Design slice_adder_seq_flat, sky130hd; sources not shown.
==> images/metal_stack.png <==
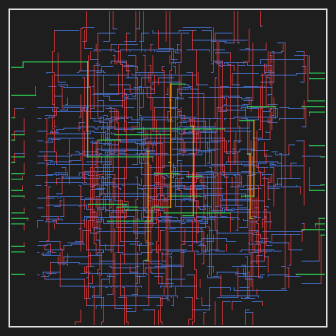
legend:
  red:
    layer: met2
    wire_length: 2850 µm
  blue:
    layer: met1
    wire_length: 2460 µm
  green:
    layer: met3
    wire_length: 258 µm
  orange:
    layer: met4
    wire_length: 135 µm
drt total wl: 5.70 mm
all-layer global routing usage: 21.1%
vias: 2227

==> images/met3.png <==
Scale bar: 20 µm.
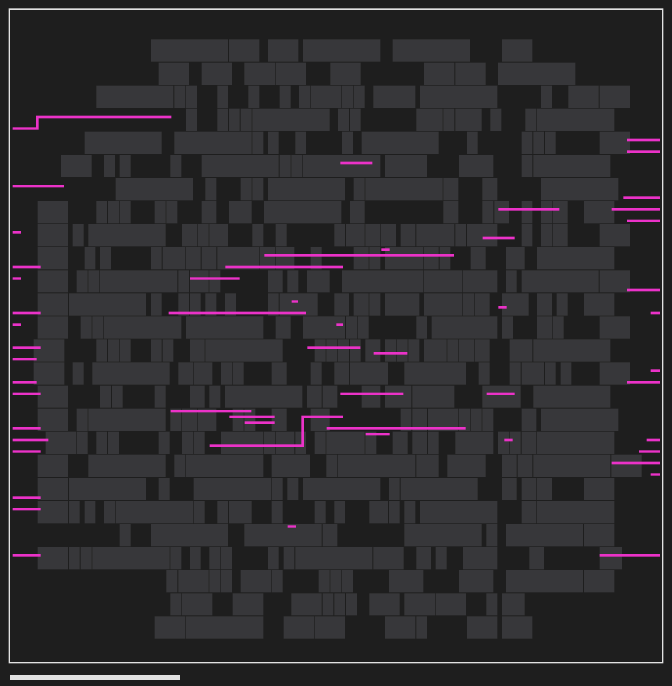
longest straight run: 22.1 µm
nets with wire on the layer: 45
share of all routed wire: 4.5%
wire length on this layer: 258 µm
main direction: horizontal
M3 GR Usage: 3.18%

==> images/met2.png <==
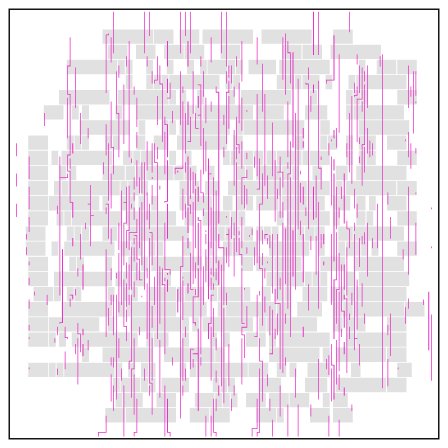
nets with wire on the layer: 334
main direction: vertical
Global Route met2 Usage: 36.2%

==> images/final_congestion.png <==
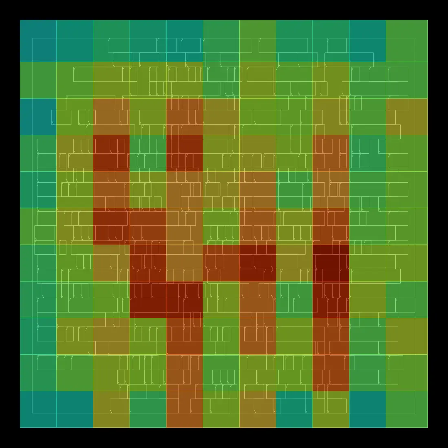
Layout Utilization: 66.5%
GR peak layer: met2
met1 Usage GRT: 26.6%
Wirelength per Cell: 12.7 µm

==> impl_metrics.yaml <==
# implementation run metrics
run_status:
  status: "finished, final reports clean"
floorplanning:
  tap_cells: 70
  dieArea_mm2: 0.00591
  num_rows: 26
layout:
  n_fill_cell: 446
  comb_share_pct: 34.5
  drive_gt1_share_pct: 10.3
  bufAreaShareNonClock_pct: 18.3
  clock_area_share_pct: 2.69
  nNonClkInverters: 16
synthesis:
  top_area_cell: "dfrtp_1"
  yosysChipArea_mm2: 0.00266
place:
  dpl.cell_count: 441
critical_path:
  arrival_ps: 1730
  cp_data_required_time_ps: 1820
  crit_type: "register to primary output"
clock_tree:
  cts_buffers: 5
  clock_latency_ps: 300
sta:
  maxSlewHeadroom_pct: 56.7
  skew_ps: 6.40
  finalHoldViolCount: 0
global_route:
  grt_first_pass_wirelength_mm: 10.0
power_and_ir_drop:
  intPower_mw: 2.40
  power_density_mw_per_mm2: 1410
route:
  drt-met1-wl_mm: 2.46
  final_antenna_net_count: 0
  via_per_inst: 4.97
timing repair:
action                                  CTS  global route
endpoints found under the setup margin    0             9
resized                                   0             8
hold buffers                              0             0
through the flow:
| stage | setup slack (ps) | total power, mW | TNS [ps] | area [µm²] |
|---|---|---|---|---|
| final | 93.3 | 4.79 | 0 | 3400 |
| after global routing | 19.5 | 5.21 | 0 | 3400 |
| after CTS | 58.7 | 4.79 | 0 | 3390 |
| after detailed placement | 110 | 4.30 | 0 | 3300 |
| after global placement | -730 | 4.22 | -39280 | 3300 |
| after floorplan | 623 | 3.50 | 0 | 2660 |
logic make-up (layout without fill, tap and decap cells):
family	after synthesis	after routing	share of synthesized area, %
buf+inv	28	91	4.90
simple gates	169	169	27.6
fa+ha+maj	11	11	5.47
compound gates	52	52	10.8
xor+xnor	1	1	0.330
flops	54	54	50.9
Power figures rest on the tool's default switching activity, not on a simulated workload.
